File: src/rtl/mpmc12_pkg.sv
// Shared types for the mpmc12 controller sequencer: command request layout,
// sequencer state encoding and the RMW command classifier.
package mpmc12_pkg;

  localparam int unsigned BLW_DEF           = 6;
  localparam int unsigned PRESET_CYCLES_DEF = 3;
  localparam int unsigned ALU_LATENCY_DEF   = 4;
  localparam int unsigned TO_CYCLES_DEF     = 1023;
  localparam bit          REFRESH_EN_DEF    = 1'b1;

  typedef enum logic [4:0] {
    CMD_NOP, CMD_LOAD, CMD_STORE,
    CMD_ADD, CMD_OR, CMD_AND, CMD_EOR, CMD_ASL, CMD_LSR,
    CMD_MIN, CMD_MAX, CMD_MINU, CMD_MAXU, CMD_CAS
  } fta_cmd_t;

  typedef struct packed {
    fta_cmd_t     cmd;
    logic         cyc;
    logic         we;
    logic [31:0]  sel;
    logic [31:0]  adr;
    logic [255:0] dat;
  } fta_cmd_request256_t;

  typedef enum logic [3:0] {
    IDLE, REFRESH, PRESET, WRITE, READ_CMD, READ_WAIT,
    ALU, ALU_PIPE, WRITE_TRAMP, WAIT_NACK
  } mpmc12_state_t;

  function automatic logic is_rmw_cmd(input fta_cmd_t c);
    case (c)
      CMD_ADD, CMD_OR, CMD_AND, CMD_EOR, CMD_ASL, CMD_LSR,
      CMD_MIN, CMD_MAX, CMD_MINU, CMD_MAXU, CMD_CAS: return 1'b1;
      default: return 1'b0;
    endcase
  endfunction

endpackage

File: src/rtl/mpmc12_hang_timer.sv
// Counts cycles while enabled, holds at the last count, and flags expiry
// for one cycle once armed (the owner clears it on the resulting state change).
module mpmc12_hang_timer #(
  parameter int unsigned CYCLES = 1023
) (
  input  logic clk,
  input  logic rst,
  input  logic clr,
  input  logic en,
  input  logic arm,
  output logic expire
);
  localparam int unsigned CW = (CYCLES > 1) ? $clog2(CYCLES + 1) : 1;
  localparam logic [CW-1:0] LAST = CW'(CYCLES - 1);

  logic [CW-1:0] cnt_q, cnt_d;

  always_comb begin
    cnt_d = cnt_q;
    if (clr)
      cnt_d = '0;
    else if (en && cnt_q != LAST)
      cnt_d = cnt_q + 1'b1;
  end

  always_ff @(posedge clk) begin
    if (!rst) cnt_q <= '0;
    else      cnt_q <= cnt_d;
  end

  assign expire = en && arm && (cnt_q == LAST);

endmodule

File: src/rtl/mpmc12_state_machine_fta.sv
// mpmc12 sequencer: refresh arbitration, burst write/read, RMW handoff and
// hang recovery between the command FIFO and the DDR application port.
module mpmc12_state_machine_fta
  import mpmc12_pkg::*;
#(
  parameter int unsigned BLW           = BLW_DEF,
  parameter int unsigned PRESET_CYCLES = PRESET_CYCLES_DEF,
  parameter int unsigned ALU_LATENCY   = ALU_LATENCY_DEF,
  parameter int unsigned TO_CYCLES     = TO_CYCLES_DEF,
  parameter bit          REFRESH_EN    = REFRESH_EN_DEF
) (
  input  logic                clk,
  input  logic                rst,
  input  logic                calib_complete,
  input  logic                rst_busy,
  input  logic                ref_req,
  output logic                ref_ack,
  input  logic                app_ref_ack,
  input  logic                rdy,
  input  logic                wdf_rdy,
  input  logic                fifo_v,
  input  fta_cmd_request256_t fifo_out,
  input  logic [BLW-1:0]      burst_len,
  input  logic                rd_data_valid,
  input  logic                rmw_hit,
  output mpmc12_state_t       state,
  output logic                app_en,
  output logic                app_wdf_wren,
  output logic [BLW-1:0]      req_cnt,
  output logic [BLW-1:0]      resp_cnt,
  output logic                timeout
);
  localparam int unsigned DLY_MAX = (PRESET_CYCLES > ALU_LATENCY) ? PRESET_CYCLES : ALU_LATENCY;
  localparam int unsigned DW      = (DLY_MAX > 1) ? $clog2(DLY_MAX) : 1;

  mpmc12_state_t  state_q, state_d;
  logic [BLW-1:0] bl_q, bl_d, req_cnt_q, req_cnt_d, resp_cnt_q, resp_cnt_d;
  logic [DW-1:0]  dly_q, dly_d;
  logic           ref_ack_q, ref_ack_d, timeout_q, timeout_d;
  logic           to_expire, to_clr;
  logic           unused_fifo_bits;

  // Address/data travel on the datapath side; only the control fields matter here.
  assign unused_fifo_bits = ^{fifo_out.sel, fifo_out.adr, fifo_out.dat};

  always_comb begin
    state_d    = state_q;
    bl_d       = bl_q;
    req_cnt_d  = req_cnt_q;
    resp_cnt_d = resp_cnt_q;
    dly_d      = dly_q;
    if ((state_q == READ_CMD || state_q == READ_WAIT) && rd_data_valid && resp_cnt_q != bl_q)
      resp_cnt_d = resp_cnt_q + 1'b1;
    case (state_q)
      IDLE: if (calib_complete) begin
        if (REFRESH_EN && ref_req)
          state_d = REFRESH;
        else if (!rst_busy && fifo_v) begin
          state_d    = PRESET;
          req_cnt_d  = '0;
          resp_cnt_d = '0;
          bl_d       = burst_len;
          dly_d      = DW'(PRESET_CYCLES - 1);
        end
      end
      REFRESH: if (app_ref_ack) state_d = IDLE;
      PRESET: begin
        if (dly_q != '0)         dly_d   = dly_q - 1'b1;
        else if (!fifo_out.cyc)  state_d = IDLE;
        else if (fifo_out.we)    state_d = WRITE;
        else                     state_d = READ_CMD;
      end
      WRITE: if (rdy && wdf_rdy) begin
        if (req_cnt_q == bl_q) state_d   = IDLE;
        else                   req_cnt_d = req_cnt_q + 1'b1;
      end
      READ_CMD: if (rdy) begin
        if (req_cnt_q == bl_q) state_d   = READ_WAIT;
        else                   req_cnt_d = req_cnt_q + 1'b1;
      end
      READ_WAIT: if (rd_data_valid && resp_cnt_q == bl_q)
        state_d = is_rmw_cmd(fifo_out.cmd) ? ALU : WAIT_NACK;
      ALU: if (rmw_hit) begin
        state_d = ALU_PIPE;
        dly_d   = DW'(ALU_LATENCY - 1);
      end
      ALU_PIPE: begin
        if (dly_q != '0) dly_d   = dly_q - 1'b1;
        else             state_d = WRITE_TRAMP;
      end
      WRITE_TRAMP: begin
        req_cnt_d  = '0;
        resp_cnt_d = '0;
        state_d    = WRITE;
      end
      WAIT_NACK: state_d = IDLE;
      default:   state_d = IDLE;
    endcase
    // Hang recovery wins over every other transition.
    if (to_expire) begin
      state_d    = IDLE;
      req_cnt_d  = '0;
      resp_cnt_d = '0;
    end
    ref_ack_d = (state_d == REFRESH);
    timeout_d = to_expire;
  end

  assign to_clr = (state_d != state_q) || (state_q == IDLE);

  mpmc12_hang_timer #(.CYCLES(TO_CYCLES)) u_hang_timer (
    .clk    (clk),
    .rst    (rst),
    .clr    (to_clr),
    .en     (state_q != IDLE),
    .arm    (calib_complete),
    .expire (to_expire)
  );

  always_ff @(posedge clk) begin
    if (!rst) begin
      state_q    <= IDLE;
      bl_q       <= '0;
      req_cnt_q  <= '0;
      resp_cnt_q <= '0;
      dly_q      <= '0;
      ref_ack_q  <= 1'b0;
      timeout_q  <= 1'b0;
    end else begin
      state_q    <= state_d;
      bl_q       <= bl_d;
      req_cnt_q  <= req_cnt_d;
      resp_cnt_q <= resp_cnt_d;
      dly_q      <= dly_d;
      ref_ack_q  <= ref_ack_d;
      timeout_q  <= timeout_d;
    end
  end

  assign state        = state_q;
  assign app_en       = (state_q == WRITE) || (state_q == READ_CMD);
  assign app_wdf_wren = (state_q == WRITE);
  assign req_cnt      = req_cnt_q;
  assign resp_cnt     = resp_cnt_q;
  assign ref_ack      = ref_ack_q;
  assign timeout      = timeout_q;

endmodule

File: config.mk
export PLATFORM = sky130hd
export DESIGN_NAME = mpmc12_state_machine_fta
export DESIGN_NICKNAME = d
export VERILOG_FILES = /design/src/rtl/mpmc12_pkg.sv /design/src/rtl/mpmc12_hang_timer.sv /design/src/rtl/mpmc12_state_machine_fta.sv
export SDC_FILE = /design/constraint.sdc
export NUM_CORES = 1
export LEC_CHECK = 0
export CAP_MARGIN = 15
export CORE_AREA = 2 2 140 142
export CTS_BUF_LIST = sky130_fd_sc_hd__clkbuf_16
export CTS_CLUSTER_DIAMETER = 200
export CTS_CLUSTER_SIZE = 24
export DETAILED_ROUTE_END_ITERATION = 10
export DIE_AREA = 0 0 142 144
export GPL_TIMING_DRIVEN = 0
export PLACE_DENSITY = 0.61
export SYNTH_ARGS = -nofsm -noshare
export SYNTH_HDL_FRONTEND = slang
export SYNTH_SLANG_ARGS = --single-unit
File: constraint.sdc
create_clock -name clk -period 4 [get_ports clk]
set_clock_uncertainty 0.1 [all_clocks]
set_input_delay 0.4 -clock clk [delete_from_list [all_inputs] [get_ports clk]]
set_output_delay 0.4 -clock clk [all_outputs]
set_load 0.02 [all_outputs]
==> impl_metrics.toml <==
# flow metrics
[pwr]
power_leader = "the clock network"
p_sw_share_pct = 27.1
seq_cell_power_uw = 375
p_clk_share_pct = 45.6
peakVddDrop_uv = 137
powerDensity_nw_per_um2 = 328
internal_power_uw = 741
pg_clk_uw = 464

[worst_setup_path]
cp_slowest_cell = "clkdlybuf4s50_1"
r2r_slack_ps = 1280
startpoint_type = "flop"
cp_max_fo = 10
regToRegStartpoint = "state[0]"
startpoint = "state[0]"
cp_top_family = "buffers and inverters"
reg2regPathDepth = 8
path_cells = "buf_2 -> clkbuf_1 -> nor2b_1 -> a22oi_1 -> nor2_1 -> clkdlybuf4s50_1"
required_ps = 3500
cp.arrival_ps = 2390
crit_path_end = "app_en"

[final_layout]
n_clock_buffer = 5
largest_class = "combinational gates"
largest_reg_flops = 10
nNonClkBuffers = 53
n_all_inverters = 14
syn2layout_area_growth_pct = 40.8
comb_cells = 209
regMostFlops = "u_hang_timer.cnt_q"
final_cell_area_sq_um = 3100
nNetsFinal = 668
seqCellArea_sq_um = 721
mi_logic_area_sq_um = 1370
n_antenna_cell = 0
sh_comb_area_pct = 44.1

[route]
wl_met2_mm = 2.70
route.met3.wl_um = 614
drc = 0
drtIter0Drc = 161
wl_met1_mm = 3.56
top_layer = "met4"

[clocking]
post_cts_buffers = 0
cts_tree = "yes"
post_cts_resized = 0
htree_levels = 2

[floorplanning]
fp_util_pct = 11.6
taps = 238
die_area_sq_um = 20400

[hold_path]
hold_depth = 2
hp-class = "reg2reg"
min_from = "dly_q[1]"

[sta]
fin_hold_ws_ps = 362
finalHoldViolCount = 0
fin_ws_ps = 1110
timing.final.crit_share_pct = 72.1
setup_tns_ps = 0

[synthesis]
yosysUniqueCellTypes = 50
synth.top_cell.area_share_pct = 32.7
mux_share_pct = 3.18
largest_area_cell = "dfxtp_1"
async_reset_ff_share_pct = 0
synth_area_sq_um = 2200
ys.flops = 36
top_cell = "dfxtp_1"
ys_top_logic_family = "simple AND/OR/NAND/NOR gates"

[placed_design]
portBuffers = 43
dp_cells = 550
pre_cts_ws_ps = 1030
post_dp_cell_area_sq_um = 2930

[grt]
grt_busiest_layer = "met1"
met3_usage_pct = 2.45

[run_status]
status = "complete, no violations"
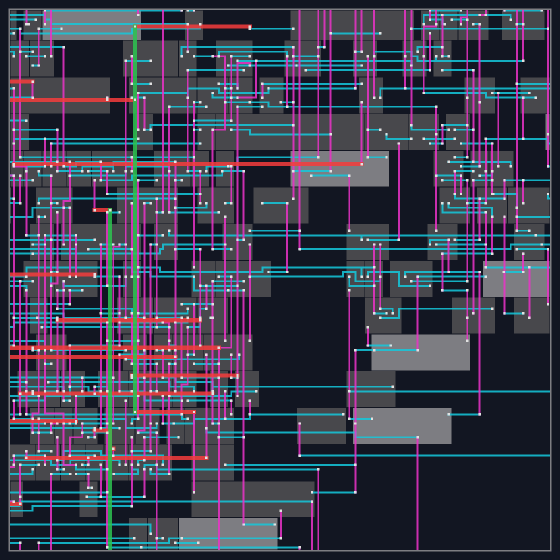
(layout detail)
Region (51, 52) to (91, 92) um. Cells in grey, sequential cells in the stronger grey; small squares are vias.
legend:
  cyan:
    layer: met1
  magenta:
    layer: met2
  green:
    layer: met4
  red:
    layer: met3
sequential cells in the window: 6
most frequent: nor3_1 (9), nand2_1 (9), a21oi_1 (9)
cells with their middle in the window: 108
netlist names of flops here include: `u_hang_timer.cnt_q` (4)

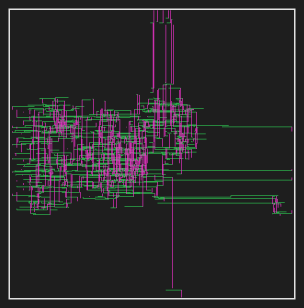
(routed metal, one colour a layer)
Scale: 2 px per um. Two of the layers only.
legend:
  green:
    layer: met1
    wire_length: 3,560 um
  magenta:
    layer: met2
    wire_length: 2,700 um
Total GRT Usage: 6.94%
DR WL/cell: 12.5 um
drt total wl: 6.95 mm

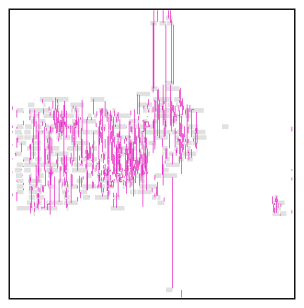
(met2 routing)
Scale: 2 px per um.
longest straight run: 55.4 um
wire length on this layer: 2,700 um
DR vias: 2,152
met2 usage: 9.71%

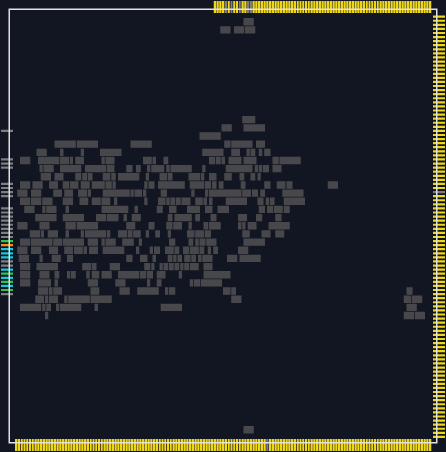
(pin map)
Scale: 3 px per um. Pins as bars across the die edge, other pins in grey.
legend:
  yellow:
    port: `fifo_out`
    pins: 327
    direction: input
    edge: 150 south, 103 east, 74 north
  cyan:
    port: `resp_cnt`
    pins: 6
    direction: output
    edge: west
  orange:
    port: `app_wdf_wren`
    pins: 1
    direction: output
    edge: west
  green:
    port: `state`
    pins: 4
    direction: output
    edge: west
die width: 142 um
Die Span Y: 144 um

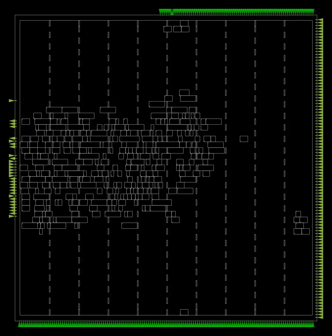
(placement view)
FILL cells: 2,125
flop count: 36
Final Non-Filler Cells: 558
Util after Layout: 16.3%

